### Clock network drawn from the DEF, run 1

(12 px per um)
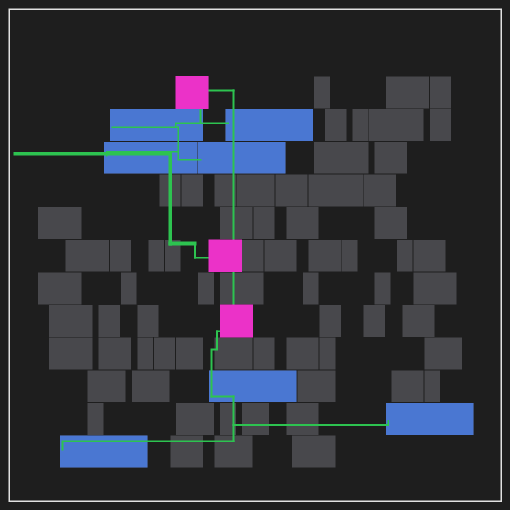
### Signal metal coverage by tile, run 1

(10 px per um) The die is cut into 8 by 8 equal tiles; white is low, dark blue is high, scaled to the fullest tile. Values are wire area over tile area, all layers added.
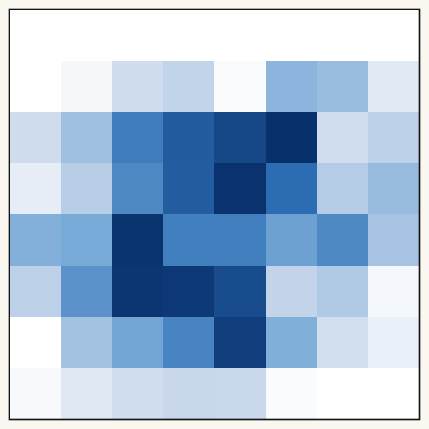
### Gate-type map, run 1

(10 px per um)
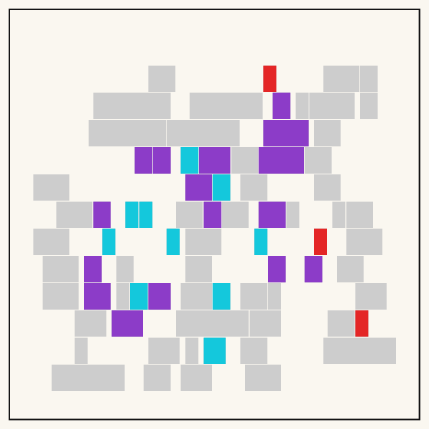
File: src/rtl/enc_pkg.sv
// Shared definitions for the sequential M-to-N bit-vector encoder.
package enc_pkg;

    // Controller states: waiting for a vector, or streaming its set-bit indices.
    typedef enum logic {
        IDLE = 1'b0,
        EMIT = 1'b1
    } enc_state_t;

    // Ceiling log2, usable in constant expressions (returns 0 for value <= 1).
    function automatic int clog2(input int value);
        int result;
        int remaining;
        result    = 0;
        remaining = value - 1;
        while (remaining > 0) begin
            result    = result + 1;
            remaining = remaining >> 1;
        end
        return result;
    endfunction

endpackage

File: src/rtl/prio_enc_m_n.sv
// Combinational LSB-priority encoder: index of the lowest set bit plus an any-set flag.
module prio_enc_m_n #(
    parameter int M = 4,
    parameter int N = 2
) (
    input  logic [M-1:0] vec,
    output logic [N-1:0] idx,
    output logic         any_set
);

    // Scan from the top down so the lowest set bit is the last to win.
    always_comb begin
        idx     = '0;
        any_set = |vec;
        for (int i = M - 1; i >= 0; i--) begin
            if (vec[i]) begin
                idx = N'(i);
            end
        end
    end

endmodule

File: src/rtl/enc_m_n_seq.sv
// Sequential encoder: captures a bit vector and emits one beat per set bit,
// lowest index first, with a single beat for an all-zero vector.
module enc_m_n_seq
    import enc_pkg::*;
#(
    parameter int M = 4,
    parameter int N = 2
) (
    input  logic         clk,
    input  logic         rst,
    input  logic [M-1:0] in_vec,
    input  logic         in_valid,
    output logic         in_ready,
    output logic [N-1:0] out_idx,
    output logic         out_valid,
    input  logic         out_ready,
    output logic         out_last,
    output logic         out_zero,
    output logic         out_onehot
);

    generate
        if (M < 2 || N < clog2(M)) begin : g_bad_params
            $error("enc_m_n_seq: M must be >= 2 and N >= clog2(M)");
        end
    endgenerate

    enc_state_t   state;
    enc_state_t   state_next;
    logic [M-1:0] pending;
    logic [M-1:0] pending_next;
    logic         zero_flag;
    logic         zero_next;
    logic         onehot_flag;
    logic         onehot_next;

    logic [N-1:0] enc_idx;
    logic         enc_any;
    logic [M-1:0] pending_low_cleared;
    logic         pending_last;
    logic         in_single;
    logic         is_emit;

    prio_enc_m_n #(
        .M(M),
        .N(N)
    ) u_prio (
        .vec    (pending),
        .idx    (enc_idx),
        .any_set(enc_any)
    );

    // Bit tricks on the pending vector: drop its lowest set bit, and detect
    // whether at most one bit remains (empty or exactly one set).
    always_comb begin
        pending_low_cleared = pending & (pending - M'(1));
        pending_last        = ~enc_any | ~(|pending_low_cleared);
        in_single           = (|in_vec) & ~(|(in_vec & (in_vec - M'(1))));
        is_emit             = (state == EMIT);
    end

    // Handshake outputs depend only on registered state, never on out_ready.
    always_comb begin
        in_ready   = ~is_emit;
        out_valid  = is_emit;
        out_idx    = is_emit ? enc_idx : '0;
        out_last   = is_emit & pending_last;
        out_zero   = is_emit & zero_flag;
        out_onehot = is_emit & onehot_flag;
    end

    // Next-state logic: capture in IDLE, peel off one bit per accepted beat in EMIT.
    always_comb begin
        state_next   = state;
        pending_next = pending;
        zero_next    = zero_flag;
        onehot_next  = onehot_flag;
        case (state)
            IDLE: begin
                if (in_valid) begin
                    pending_next = in_vec;
                    zero_next    = ~(|in_vec);
                    onehot_next  = in_single;
                    state_next   = EMIT;
                end
            end
            EMIT: begin
                if (out_ready) begin
                    if (pending_last) begin
                        pending_next = '0;
                        zero_next    = 1'b0;
                        onehot_next  = 1'b0;
                        state_next   = IDLE;
                    end else begin
                        pending_next = pending_low_cleared;
                    end
                end
            end
            default: begin
                state_next = IDLE;
            end
        endcase
    end

    // State register; reset wins over any handshake and drops a partial vector.
    always_ff @(posedge clk) begin
        if (rst) begin
            state       <= IDLE;
            pending     <= '0;
            zero_flag   <= 1'b0;
            onehot_flag <= 1'b0;
        end else begin
            state       <= state_next;
            pending     <= pending_next;
            zero_flag   <= zero_next;
            onehot_flag <= onehot_next;
        end
    end

endmodule

File: config.mk
export PLATFORM = sky130hd
export DESIGN_NAME = enc_m_n_seq
export DESIGN_NICKNAME = d
export VERILOG_FILES = /design/src/rtl/enc_pkg.sv /design/src/rtl/prio_enc_m_n.sv /design/src/rtl/enc_m_n_seq.sv
export SDC_FILE = /design/constraint.sdc
export NUM_CORES = 1
export LEC_CHECK = 0
export CORE_MARGIN = 2
export CORE_UTILIZATION = 30
export CTS_CLUSTER_DIAMETER = 60
export CTS_CLUSTER_SIZE = 10
export DETAILED_ROUTE_END_ITERATION = 8
export HOLD_SLACK_MARGIN = 0.03
export PLACE_DENSITY = 0.55
export SETUP_SLACK_MARGIN = 0.02
export SYNTH_ARGS = -nofsm -noshare
export SYNTH_HDL_FRONTEND = slang
export SYNTH_SLANG_ARGS = --single-unit
File: constraint.sdc
create_clock -name clk -period 1.6 [get_ports clk]
set_input_delay 0.32 -clock clk [delete_from_list [all_inputs] [get_ports clk]]
set_output_delay 0.32 -clock clk [all_outputs]
set_load 0.02 [all_outputs]
==> flow_summary.json, run 1 <==
{
  "clkSinkCount": 7,
  "fin_crit_ns": 1.527,
  "comb_cells": 41,
  "ys.warnings.count": 0,
  "sh_seq_area_pct": 22.35,
  "fin_cells": 92,
  "grt_pass1_vias": 371,
  "routed_wl_um": 978,
  "synth_area_um2": 407.9,
  "slowest_delay_ns": 0.32,
  "post-cts-setup-buffers": 0,
  "pwr_density_cell_mw_per_mm2": 762.0,
  "clockBufferDepth": 2,
  "fillers": 140,
  "hold_viol_final": 0,
  "tapCellCount": 15,
  "ant_nets": 0,
  "clk_latency_ns": 0.25,
  "cts_root_buffer": "clkbuf_4",
  "lay_top_count": "buf_4",
  "comb_area_um2": 256.5,
  "warnings": 27,
  "p_clk_share_pct": 33.1,
  "ys_top_cells_by_area": "dfxtp_1 (34%), a21oi_1 (7.4%), a211oi_2 (6.1%)",
  "top_cell": "dfxtp_1",
  "cp_top_family": "buffers and inverters",
  "whs_path_depth": 2,
  "crit_fanout": 8,
  "edf_count": 0,
  "powerSeq_mw": 0.198,
  "async_reset_ff_share_pct": 0,
  "min-delay-start": "onehot_flag",
  "rows": 13,
  "io_buffer_count": 14,
  "fp_nets": 60,
  "synth_flops": 7,
  "run_status": "completed",
  "pg_comb_mw": 0.127,
  "ys_seq_share_pct": 34.36,
  "postLayoutSetupSlackWorst_ns": 0.07302,
  "syn2layout_area_growth_pct": 56.44,
  "cts_htree_levels": 1,
  "p_total_mw": 0.4863,
  "post-route-drc-count": 0,
  "min_to": "onehot_flag",
  "syn_area_per_cell_um2": 7.844,
  "yosys.area.top_type_share_pct": 34.36,
  "grt_pass1_wl_um": 1497,
  "synthFlopType": "dfxtp_1",
  "buf_share_pct": 28.63,
  "inv_count": 3,
  "p_int_mw": 0.3452,
  "seq_cell_count": 7,
  "grt_max_degree": 9,
  "timing.rr.end": "pending[3]",
  "path_class": "flop to primary output",
  "crit_end": "out_onehot"
}
## Picture notes: 'Clock network drawn from the DEF'
[cells driving clock nets] magenta | count: 3
[flip-flops] blue | count: 7
[clock wires] green | length: 113 um
routed clock nets: 4

## Picture notes: 'Signal metal coverage by tile'
nearly empty tiles: 19%
emptiest ninth of the die: north-west
densest ninth of the die: center
tiles over half the peak: 33%
mean over tiles: 0.094
fullest tile: 0.25

## Picture notes: 'Gate-type map'
[NAND gates] cyan | cells: 10 | where: center
[inverting AOI/OAI gates] purple | cells: 16
[inverters] red | cells: 3

run 1: per-layer routing:
metal	vias up	track usage (%)	wire length [um]
met3	2	3.261	60
met2	15	19.53	412
li1	239	-	-
met1	193	18.63	498
met4	0	10.00	7
met5	-	0	0
run 1: flip-flops by register name (all words and copies together), names as in the netlist:
register     flops
onehot_flag      1
pending          4
zero_flag        1
out_valid        1
run 1: worst register-to-register path: stages (launching register included):
cell and delay, ns:
dfxtp_1 0.31, buf_4 0.15, and2b_2 0.25, nand2_1 0.06
a22o_2 0.22, a21oi_1 0.12
run 1: logic make-up (layout without fill, tap and decap cells):
kind of cell | count (synthesis) | after routing | share of synthesized area [%]
compound gates | 17 | 17 | 29.76
simple gates | 23 | 23 | 28.22
buf+inv | 4 | 29 | 5.521
xor+xnor | 1 | 1 | 2.148
flops | 7 | 7 | 34.35
## Run 2: what changed since run 1
- GPL_ROUTABILITY_DRIVEN: unset -> 1
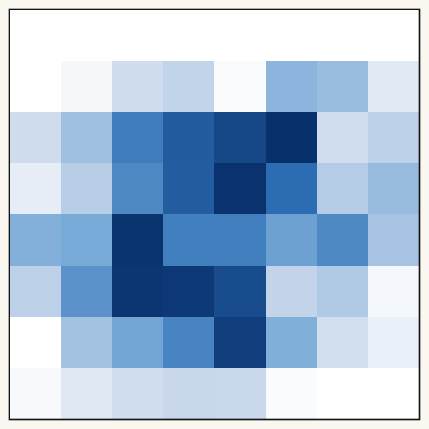
*Signal metal coverage by tile, run 2*
(10 px per um) The die is cut into 8 by 8 equal tiles; white is low, dark blue is high, scaled to the fullest tile. Values are wire area over tile area, all layers added.
nearly empty tiles: 19%
mean over tiles: 0.094
tiles over half the peak: 33%
densest ninth of the die: center

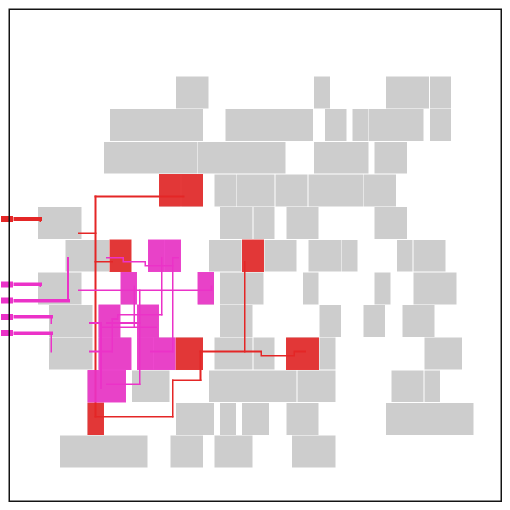
*Wires at chosen ports, followed through buffers, run 2*
(12 px per um)
[rst] red | bits: 1 | direction: input | edge: west | end cells: 7 | buffers: 1 | wire: 61.8 um
[in_vec] magenta | bits: 4 | direction: input | edge: west | end cells: 10 | buffers: 4 | wire: 87.7 um

==> flow_summary.json, run 2 <==
{
  "synthFlopType": "dfxtp_1",
  "postLayoutSetupSlackWorst_ns": 0.07302,
  "ys_sh_xor_pct": 2.147,
  "comb_area_um2": 256.5,
  "p_clk_share_pct": 33.1,
  "top_register": "pending",
  "post-route-drc-count": 0,
  "adder_share_pct": 0,
  "largest_register_ffs": 4,
  "tapCellCount": 15,
  "cts_htree_levels": 1,
  "fillers": 140,
  "clkSinkCount": 7,
  "seq_cell_count": 7,
  "synth_flops": 7,
  "yosys.area.top_type_share_pct": 34.36,
  "mux_area_share_pct": 0,
  "powerSeq_mw": 0.198,
  "rows": 13,
  "sh_seq_area_pct": 22.35,
  "slowest_delay_ns": 0.32,
  "ant_nets": 0,
  "aoi_share_pct": 29.75,
  "fin_crit_ns": 1.527,
  "p_total_mw": 0.4863,
  "warnings": 27,
  "lay_top_count": "buf_4",
  "synth_area_um2": 407.9,
  "grt_max_degree": 9,
  "crit_fanout": 8,
  "pg_comb_mw": 0.127,
  "syn2layout_area_growth_pct": 56.44,
  "syn_area_per_cell_um2": 7.844,
  "top_cell": "dfxtp_1",
  "ys.warnings.count": 0,
  "hold_viol_final": 0,
  "run_status": "completed",
  "clk_latency_ns": 0.25,
  "async_reset_ff_share_pct": 0,
  "post-cts-setup-buffers": 0
}
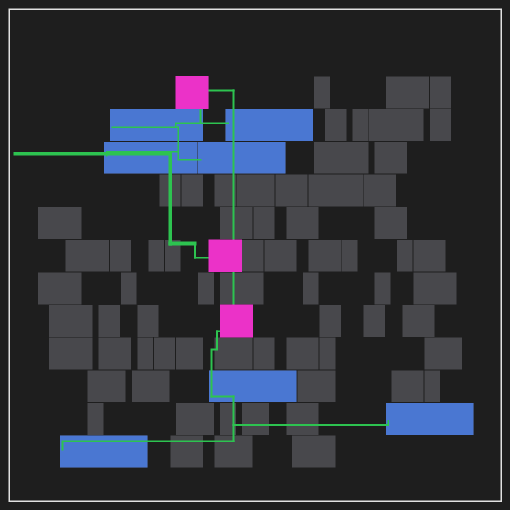
*Clock network drawn from the DEF, run 2*
(12 px per um)
[clock wires] green | length: 113 um
[cells driving clock nets] magenta | count: 3
[flip-flops] blue | count: 7
routed clock nets: 4

## run 2: cell counts in the layout (fill, tap and decap cells not counted)
No cell type changed its count.
## run 2: final timing paths
path                from     endpoint  cells after the start
max            out_valid   out_onehot                      3
min          onehot_flag  onehot_flag                      2
max reg2reg    out_valid   pending[3]                      5
min reg2reg  onehot_flag  onehot_flag                      2
## run 2: per-layer routing
layer	vias up	GRT usage [%]	share of wire (%)
li1	239	-	-
met1	193	18.63	51
met2	15	19.53	42
met3	2	3.261	6.1
met4	0	10.00	0.72
met5	-	0	0
## run 2: cells by family (layout without fill, tap and decap cells)
logic type	count (synthesis)	count (layout)
DFF	7	7
AOI/OAI and AO/OA	17	17
and+or+nand+nor	23	23
buffers and inverters	4	29
xor gates and xnor gates	1	1
## Run 3: what changed since run 2
- PLACE_DENSITY: 0.55 -> 0.54
- SYNTH_HIERARCHICAL: unset -> 1
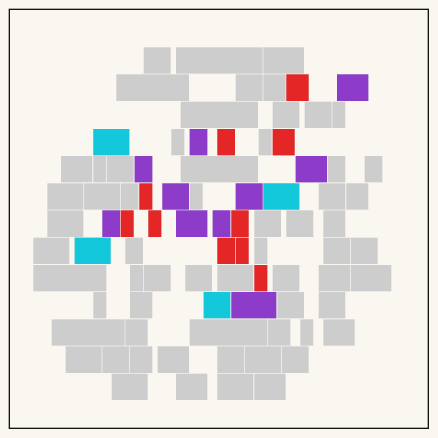
*Gate-type map, run 3*
(10 px per um)
[NAND gates] red | cells: 10 | where: center
[AND-OR and OR-AND gates] cyan | cells: 4
[inverting AOI/OAI gates] purple | cells: 10 | where: center

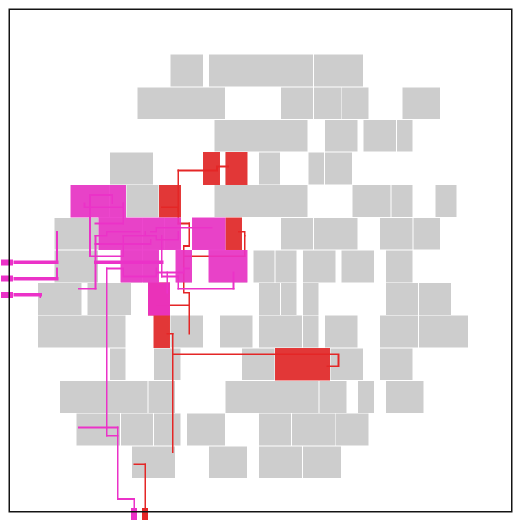
*Wires at chosen ports, followed through buffers, run 3*
(12 px per um)
[rst] red | bits: 1 | direction: input | edge: south | end cells: 7 | buffers: 2 | wire: 62.5 um
[in_vec] magenta | bits: 4 | direction: input | edge: 3 west, 1 south | end cells: 11 | buffers: 4 | wire: 112 um

==> flow_summary.json, run 3 <==
{
  "run_status": "finished with violations",
  "violations": "negative setup slack",
  "post-cts-setup-buffers": 0,
  "path_class": "flop to primary output",
  "routed_wl_um": 1118,
  "cp.depth": 4,
  "min-delay-start": "zero_flag",
  "postLayoutSetupSlackWorst_ns": -0.03915,
  "crit_fanout": 5,
  "max_freq_mhz": 610.1,
  "cp_top_family": "flip-flops",
  "cp-startpoint": "pending[2]",
  "slowest_delay_ns": 0.35,
  "r2r_start": "pending[2]",
  "grt_util_met1_pct": 13.39,
  "aoi_share_pct": 24.56,
  "post-route-drc-count": 0,
  "grt.busiest_layer": "met2",
  "fin_cells": 101,
  "adder_share_pct": 2.632,
  "hold_viol_final": 0,
  "syn_area_per_cell_um2": 7.780,
  "dr_wl_met2_um": 558,
  "syn2layout_area_growth_pct": 68.71,
  "synth_area_um2": 427.9,
  "clk_latency_ns": 0.25,
  "crit_end": "out_last",
  "ant_nets": 0,
  "die_y_um": 41.77,
  "largest_register_ffs": 4,
  "route.met3.wl_um": 46,
  "wl_met1_um": 485,
  "p_total_mw": 0.5103,
  "r2r_cells": 6,
  "edf_count": 0,
  "clkSinkCount": 7,
  "warnings": 28,
  "ys_seq_share_pct": 32.75,
  "setup_viol": 1,
  "cts_root_buffer": "clkbuf_4",
  "p_clk_share_pct": 31.6,
  "synthFlopType": "dfxtp_1",
  "grt_max_degree": 8,
  "ys_sh_simple_pct": 30.41,
  "fin_crit_ns": 1.639,
  "period_used_pct": 102.4,
  "pg_comb_mw": 0.154,
  "synthTopLogicFamily": "simple AND/OR/NAND/NOR gates",
  "grt_use_met2_pct": 24.06,
  "grtUsageMet3_pct": 2.609,
  "ys_top_cells_by_area": "dfxtp_1 (33%), nor2_1 (6.1%), and2_1 (5.8%)",
  "pwr_density_cell_mw_per_mm2": 706.8,
  "final-max-slew-violation-count": 0,
  "p_int_mw": 0.3642,
  "place_ws_ns": -0.2317,
  "whs_path_depth": 1,
  "grt_pass1_vias": 440,
  "cts_htree_levels": 1,
  "grt_pass1_wl_um": 1752,
  "mux_area_share_pct": 4.678,
  "async_reset_ff_share_pct": 0,
  "synth_flops": 7,
  "ys_sh_xor_pct": 2.047,
  "clockBufferDepth": 2,
  "powerSeq_mw": 0.195,
  "top_layer_used": "met4",
  "timing.rr.end": "zero_flag",
  "min_to": "zero_flag",
  "rows": 13,
  "ys.warnings.count": 6,
  "design_area_um2": 721.9,
  "lay_top_count": "buf_4",
  "yosys.area.top_type_share_pct": 32.75
}
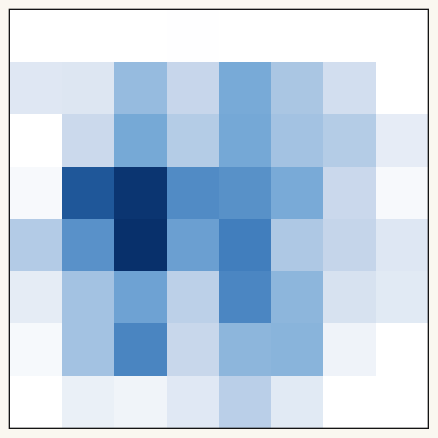
*Signal metal coverage by tile, run 3*
(10 px per um) The die is cut into 8 by 8 equal tiles; white is low, dark blue is high, scaled to the fullest tile. Values are wire area over tile area, all layers added.
tiles over half the peak: 20%
nearly empty tiles: 22%
mean over tiles: 0.10

run 3: cell types whose count changed in the layout (fill, tap and decap cells not counted), moves of 2 or more:
cell | before | now
a211oi_2 | 2 | 0
a21oi_1 | 6 | 2
and2_1 | 0 | 4
and2_2 | 2 | 0
buf_4 | 9 | 15
clkbuf_2 | 2 | 0
dfxtp_1 | 5 | 3
mux2i_1 | 0 | 2
nor2b_1 | 0 | 2
nor3_1 | 1 | 3
run 3: area by class of cell:
| class | instances | area, um^2 |
|---|---|---|
| Multi-Input combinational cell | 45 | 287.8 |
| Inverter | 2 | 7.507 |
| Timing Repair Buffer | 28 | 234.0 |
| Clock buffer | 4 | 26.28 |
| Tap cell | 15 | 18.77 |
| Sequential cell | 7 | 147.6 |
| Fill cell | 133 | 595.6 |
